==> src/rtl/keccak_in_packer_if.sv <==
// Word-in / block-out handshake bundle for keccak_in_packer.
// slave is the packer's view, master is the feeding/consuming environment's view.
interface keccak_in_packer_if #(
    parameter int unsigned WORDS = 16
);
    localparam int unsigned BW = $clog2(4 * WORDS + 1);

    logic [31:0]          in32;
    logic                 in_valid;
    logic                 in_last;
    logic [1:0]           in_byte_num;
    logic                 in_accept;

    logic [32*WORDS-1:0]  out512;
    logic                 out_valid;
    logic                 out_last;
    logic [BW-1:0]        out_bytes;
    logic                 out_ready;

    modport slave (
        input  in32, in_valid, in_last, in_byte_num, out_ready,
        output in_accept, out512, out_valid, out_last, out_bytes
    );

    modport master (
        output in32, in_valid, in_last, in_byte_num, out_ready,
        input  in_accept, out512, out_valid, out_last, out_bytes
    );
endinterface

==> src/rtl/keccak_in_packer.sv <==
// Packs a 32-bit word stream into WORDS-word blocks for keccak_ctrl, tagging the final block.
// Optional block counter output blk_cnt is enabled by defining KECCAK_PACK_BLKCNT_EN.
module keccak_in_packer #(
    parameter int unsigned WORDS = 16
) (
    input  logic              clk,
    input  logic              reset,
`ifdef KECCAK_PACK_BLKCNT_EN
    keccak_in_packer_if.slave bus,
    output logic [15:0]       blk_cnt
`else
    keccak_in_packer_if.slave bus
`endif
);
    localparam int unsigned DW = 32 * WORDS;
    localparam int unsigned CW = $clog2(WORDS + 1);
    localparam int unsigned BW = $clog2(4 * WORDS + 1);
    localparam int unsigned AW = $clog2(DW);

    typedef enum logic [1:0] {
        FILL = 2'd0,
        FULL = 2'd1,
        DONE = 2'd2
    } state_t;

    state_t         state_q;
    state_t         state_d;
    logic [CW-1:0]  cnt_q;
    logic [DW-1:0]  data_q;
    logic           last_q;
    logic [BW-1:0]  bytes_q;

    logic           accept;
    logic           valid;
    logic           take;
    logic           handoff;
    logic           blk_full;
    logic [31:0]    last_word;
    logic [AW-1:0]  slot_lsb;

    assign take     = bus.in_valid & accept;
    assign handoff  = valid & bus.out_ready;
    assign blk_full = (cnt_q == CW'(WORDS - 1));

    // Word k sits at the top of the block, so slot 0 starts at bit DW-32.
    assign slot_lsb = AW'((WORDS - 1 - 32'(cnt_q)) * 32);

    always_comb begin
        last_word = bus.in32;
        case (bus.in_byte_num)
            2'd1:    last_word[23:0] = '0;
            2'd2:    last_word[15:0] = '0;
            2'd3:    last_word[7:0]  = '0;
            default: last_word       = bus.in32;
        endcase
    end

    always_ff @(posedge clk or posedge reset) begin
        if (reset) begin
            state_q <= FILL;
        end else begin
            state_q <= state_d;
        end
    end

    always_comb begin
        state_d = state_q;
        accept  = 1'b0;
        valid   = 1'b0;
        case (state_q)
            FILL: begin
                accept = 1'b1;
                if (bus.in_valid && (bus.in_last || blk_full)) begin
                    state_d = FULL;
                end
            end
            FULL: begin
                valid = 1'b1;
                if (bus.out_ready) begin
                    state_d = last_q ? DONE : FILL;
                end
            end
            DONE:    state_d = DONE;
            default: state_d = FILL;
        endcase
    end

    always_ff @(posedge clk or posedge reset) begin
        if (reset) begin
            data_q  <= '0;
            cnt_q   <= '0;
            last_q  <= 1'b0;
            bytes_q <= '0;
        end else if (take) begin
            if (bus.in_last) begin
                if (bus.in_byte_num != 2'd0) begin
                    data_q[slot_lsb +: 32] <= last_word;
                end
                // 4*cnt leaves the two low bits free for the partial byte count.
                bytes_q <= BW'({cnt_q, 2'b00}) | BW'(bus.in_byte_num);
                last_q  <= 1'b1;
            end else begin
                data_q[slot_lsb +: 32] <= bus.in32;
                cnt_q                  <= cnt_q + CW'(1);
                if (blk_full) begin
                    bytes_q <= BW'(4 * WORDS);
                    last_q  <= 1'b0;
                end
            end
        end else if (handoff) begin
            data_q <= '0;
            cnt_q  <= '0;
        end
    end

    assign bus.in_accept = accept;
    assign bus.out_valid = valid;
    assign bus.out512    = data_q;
    assign bus.out_last  = last_q;
    assign bus.out_bytes = bytes_q;

`ifdef KECCAK_PACK_BLKCNT_EN
    logic [15:0] blk_cnt_q;

    always_ff @(posedge clk or posedge reset) begin
        if (reset) begin
            blk_cnt_q <= '0;
        end else if (handoff && (blk_cnt_q != '1)) begin
            blk_cnt_q <= blk_cnt_q + 16'd1;
        end
    end

    assign blk_cnt = blk_cnt_q;
`endif

endmodule
==> src/flat_wrapper.sv <==
// flat-port wrapper written by rule: the top's interface ports become plain ports
module keccak_in_packer_flat 
#(
    parameter int unsigned WORDS = 16
)
  (clk, reset, bus_in32, bus_in_valid, bus_in_last, bus_in_byte_num, bus_out_ready, bus_in_accept, bus_out512, bus_out_valid, bus_out_last, bus_out_bytes);
  keccak_in_packer_if #(.WORDS(WORDS)) bus_i ();
  input  logic clk;
  input  logic reset;
  input wire logic [$bits(bus_i.in32)-1:0] bus_in32;
  input wire logic [$bits(bus_i.in_valid)-1:0] bus_in_valid;
  input wire logic [$bits(bus_i.in_last)-1:0] bus_in_last;
  input wire logic [$bits(bus_i.in_byte_num)-1:0] bus_in_byte_num;
  input wire logic [$bits(bus_i.out_ready)-1:0] bus_out_ready;
  output wire logic [$bits(bus_i.in_accept)-1:0] bus_in_accept;
  output wire logic [$bits(bus_i.out512)-1:0] bus_out512;
  output wire logic [$bits(bus_i.out_valid)-1:0] bus_out_valid;
  output wire logic [$bits(bus_i.out_last)-1:0] bus_out_last;
  output wire logic [$bits(bus_i.out_bytes)-1:0] bus_out_bytes;
  assign bus_i.in32 = bus_in32;
  assign bus_i.in_valid = bus_in_valid;
  assign bus_i.in_last = bus_in_last;
  assign bus_i.in_byte_num = bus_in_byte_num;
  assign bus_i.out_ready = bus_out_ready;
  assign bus_in_accept = bus_i.in_accept;
  assign bus_out512 = bus_i.out512;
  assign bus_out_valid = bus_i.out_valid;
  assign bus_out_last = bus_i.out_last;
  assign bus_out_bytes = bus_i.out_bytes;
  keccak_in_packer #(.WORDS(WORDS)) u_core (.clk(clk), .reset(reset), .bus(bus_i));
endmodule
==> config.mk <==
export PLATFORM = sky130hd
export DESIGN_NAME = keccak_in_packer_flat
export DESIGN_NICKNAME = d
export VERILOG_FILES = /design/src/rtl/keccak_in_packer_if.sv /design/src/rtl/keccak_in_packer.sv /design/src/flat_wrapper.sv
export SDC_FILE = /design/constraint.sdc
export NUM_CORES = 1
export LEC_CHECK = 0
export CAP_MARGIN = 20
export CORE_ASPECT_RATIO = 0.6
export CORE_MARGIN = 2
export CORE_UTILIZATION = 49
export CTS_CLUSTER_DIAMETER = 40
export DETAILED_ROUTE_END_ITERATION = 6
export GPL_TIMING_DRIVEN = 0
export HOLD_SLACK_MARGIN = 0.03
export PLACE_DENSITY = 0.8
export SLEW_MARGIN = 20
export SYNTH_ARGS = -nofsm -noshare
export SYNTH_HDL_FRONTEND = slang
export SYNTH_SLANG_ARGS = --single-unit
==> constraint.sdc <==
create_clock -name clk -period 21.8 [get_ports clk]
set_clock_uncertainty 0.2 [all_clocks]
set_input_delay 5.45 -clock clk [delete_from_list [all_inputs] [get_ports clk]]
set_output_delay 5.45 -clock clk [all_outputs]
set_load 0.005 [all_outputs]
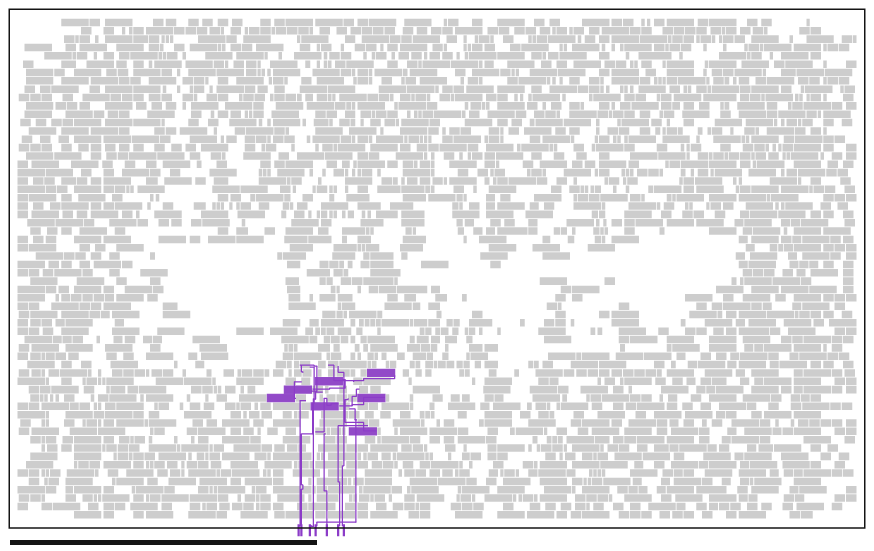
(images/port_nets.png)
The bar under the picture is 100 µm long.
legend:
  purple:
    port: bus_out_bytes
    bits: 7
    direction: output
    edge: south
    end_cells: 7
    buffers: 7
    wire: 471 µm
PortBufs: 557
IO Pins: 561

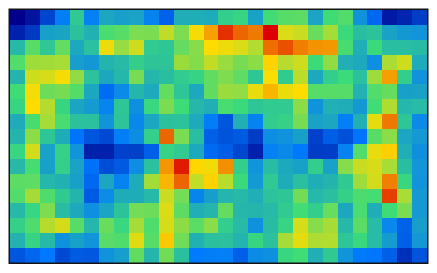
(images/wire_density.png)
The die is cut into 28 by 17 equal tiles; dark blue is low, red is high, scaled to the fullest tile. Values are wire area over tile area, all layers added.
densest ninth of the die: north
tiles over half the peak: 37%
mean over tiles: 0.30
fullest tile: 0.65
nearly empty tiles: 0.20%
Routed WL: 83.2 mm
routed length per instance: 27.5 µm

==> changes_impl.md <==
### Changed

- Post-synth EDFFs: 0
- RSZ-0062 raised after global routing: no
- Iter 0 DRT Violations: 2025
- H-tree levels: 2
- Unique masters post-synth: 57
- Post-Syn Instances: 1783
- Cts hold-fix bufs: 0
- DRC viols: 0
- Hold Crit Class: reg -> reg
- Syn Nets: 1828
- Antenna-violating nets left: 0
- Post-route setup slack: 13580 ps
- CTS Buf Count: 51
- Area Overhead vs Synth: 36.8%
- Top Layout Cells: clkdlybuf4s50_1 (557), dfrtp_1 (527), nand2_1 (421)
- Number of synthesis warnings: 0
- First-pass GRT wire length: 121 mm
- Synthesized cell area: 22100 µm²
- Async set-reset flop share out of synthesis: 100%
- Critical path buffers and inverters: 5
- Global Route Usage Sum: 34.8%
- Reg clk slew, reported paths: 60 ps
- CP dominant cell by count: buf_2
- Pre-CTS setup slack: 13040 ps
- Design area: 30300 µm²
- Remaining Overflow, GRT: 0
- Die x size: 278 µm
- Achievable Freq: 122 MHz
- Initial DRT Pass Iterations: 5
- Count of tool warnings: 39
- Dpl hpwl: 60.7 mm
- CTS sink cnt: 527
- CP cell instances: clkdlybuf4s50_1 > inv_1 > ha_1 > nand2_1 > a22o_1 > buf_2 > buf_2 > nand3_1 > buf_2 > a32o_1
- Crit path capture type: flip-flop
- Final setup vio count: 0
- WHS: 289 ps
- Pwr Total: 2.98 mW
- Final hold vios: 0
- Max FO, Critical Path: 10
- Worst rel slew slack: 22.6%
- Placed Cells incl. Taps: 2933
- Lkg Pwr: 13.9 nW
- Critical-path cell with the highest stage delay: clkdlybuf4s50_1
- Total number of vias: 18200
- Setup TNS: 0 ps
- Data required, critical path: 22050 ps
- Pwr/cell area: 98.4 nW/µm²
- Tmin final: 8220 ps
- Init Core Util: 49.5%
- Die Y: 169 µm
- Clk_lat worst skew: 570 ps
- Number of max-cap violations: 0
- TritonCTS clock tree: done
- Postcts setup bufs: 0
- Peak VDD IR: 0.0000571 V
- Slew Viols, Final: 0
- DP Area: 28600 µm²
- Core Area: 44700 µm²
- Avg Cell Area, Syn: 12.4 µm²
- Die ar.: 46900 µm²
- Most numerous logic cell after layout: clkdlybuf4s50_1
- Root buf cell: clkbuf_16
- CTS Buffer Depth: 3
- Top cell family by delay on the critical path: buffers and inverters
- Number of global-route vias before repair: 18100
- Final Cycle Share: 37.7%
- Share of cells above drive strength 1: 8.55%
- Seq/Total Area, Yosys: 59.6%
- Critical path class: in -> reg
- Status: completed
- Final std cells w/o fill: 3024
- Crit-path max cell delay: 580 ps
- Final net count: 2442
- Critical Path Start Type: input pin
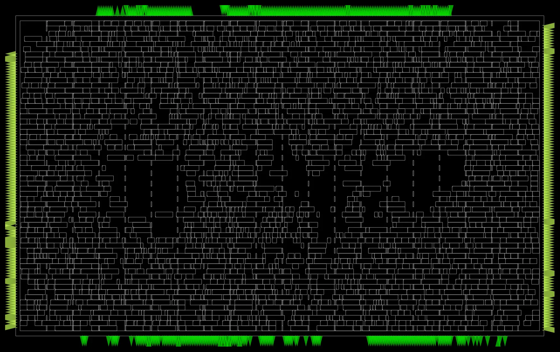
(images/final_placement.png)
layout filler cell count: 3207
registers: 527
fin util: 67.8%
Core Rows: 60

[sequential cells by signal, summed over array words and instances (netlist names)]
signal and cells:
u_core.bus.out512 512, u_core.bus.out_bytes 7, u_core.bus.out_last 1, u_core.cnt_q 5, u_core.state_q 2
[cell families (layout without fill, tap and decap cells)]
group / count (synthesis) / in the layout / synth area share (%)
muxes: 292 / 292 / 13.2
DFF: 527 / 527 / 59.6
adders and majority gates: 6 / 6 / 0.339
xor gates and xnor gates: 4 / 4 / 0.413
and+or+nand+nor: 527 / 527 / 12.0
buffers and inverters: 168 / 819 / 3.75
other: 0 / 1 / 0
AOI/OAI and AO/OA: 259 / 259 / 10.7
[area by class of cell]
class / count / area (µm²)
Antenna cell: 1 / 2.50
Clock buffer: 71 / 1510
Multi-Input combinational cell: 1088 / 8130
Clock inverter: 19 / 176
Timing Repair Buffer: 561 / 5690
Tap cell: 589 / 737
Sequential cell: 527 / 13200
Inverter: 10 / 45.0
Buffer: 158 / 793
Fill cell: 3207 / 14400
[layer usage]
layer,GRT usage [%],vias up,share of wire [%]
met5,0,-,0
met4,11.9,0,3.8
met3,9.52,182,9.8
met2,53.0,994,45
met1,48.5,9403,42
li1,-,7589,-
[power by group]
group	switching [mW]	internal (mW)
Sequential	0.0836	1.11
Combinational	0.488	0.396
Clock	0.393	0.509
Total	0.965	2.01
[final timing paths]
kind                                         from                endpoint  slack, ps  cells past startpoint
setup / recovery               bus_in_byte_num[0]  u_core.bus.out512[250]      13580                     10
hold / removal             u_core.bus.out512[454]  u_core.bus.out512[454]        290                      1
setup reg to reg                  u_core.cnt_q[1]  u_core.bus.out512[216]      18290                      9
hold reg to reg            u_core.bus.out512[454]  u_core.bus.out512[454]        290                      1
max in group asynchronous                   reset  u_core.bus.out512[373]      14580                      4
min in group asynchronous                   reset  u_core.bus.out512[203]       5190                      2
[cell usage after synthesis (3+ instances only)]
library cell | n | area (µm²)
buf_6 | 10 | 113
mux2i_1 | 292 | 2920
o21ai_0 | 8 | 40.0
a22o_1 | 114 | 998
nor4_4 | 18 | 383
a32o_1 | 113 | 1130
buf_1 | 14 | 52.6
a31oi_1 | 5 | 31.3
and2_1 | 19 | 119
a31oi_2 | 3 | 37.5
nand2b_1 | 4 | 25.0
nor2b_1 | 5 | 31.3
nor2_1 | 3 | 11.3
clkbuf_1 | 72 | 270
nand4_4 | 4 | 85.1
nand3_1 | 18 | 90.1
nand4_1 | 3 | 18.8
nand3b_1 | 3 | 22.5
buf_2 | 48 | 240
inv_1 | 8 | 30.0
ha_1 | 6 | 75.1
nand2_1 | 421 | 1580
buf_4 | 13 | 97.6
and3_1 | 7 | 43.8
nor4_2 | 4 | 50.1
dfrtp_1 | 527 | 13200
No activity file was given, so power comes from the tool's default toggle rates.
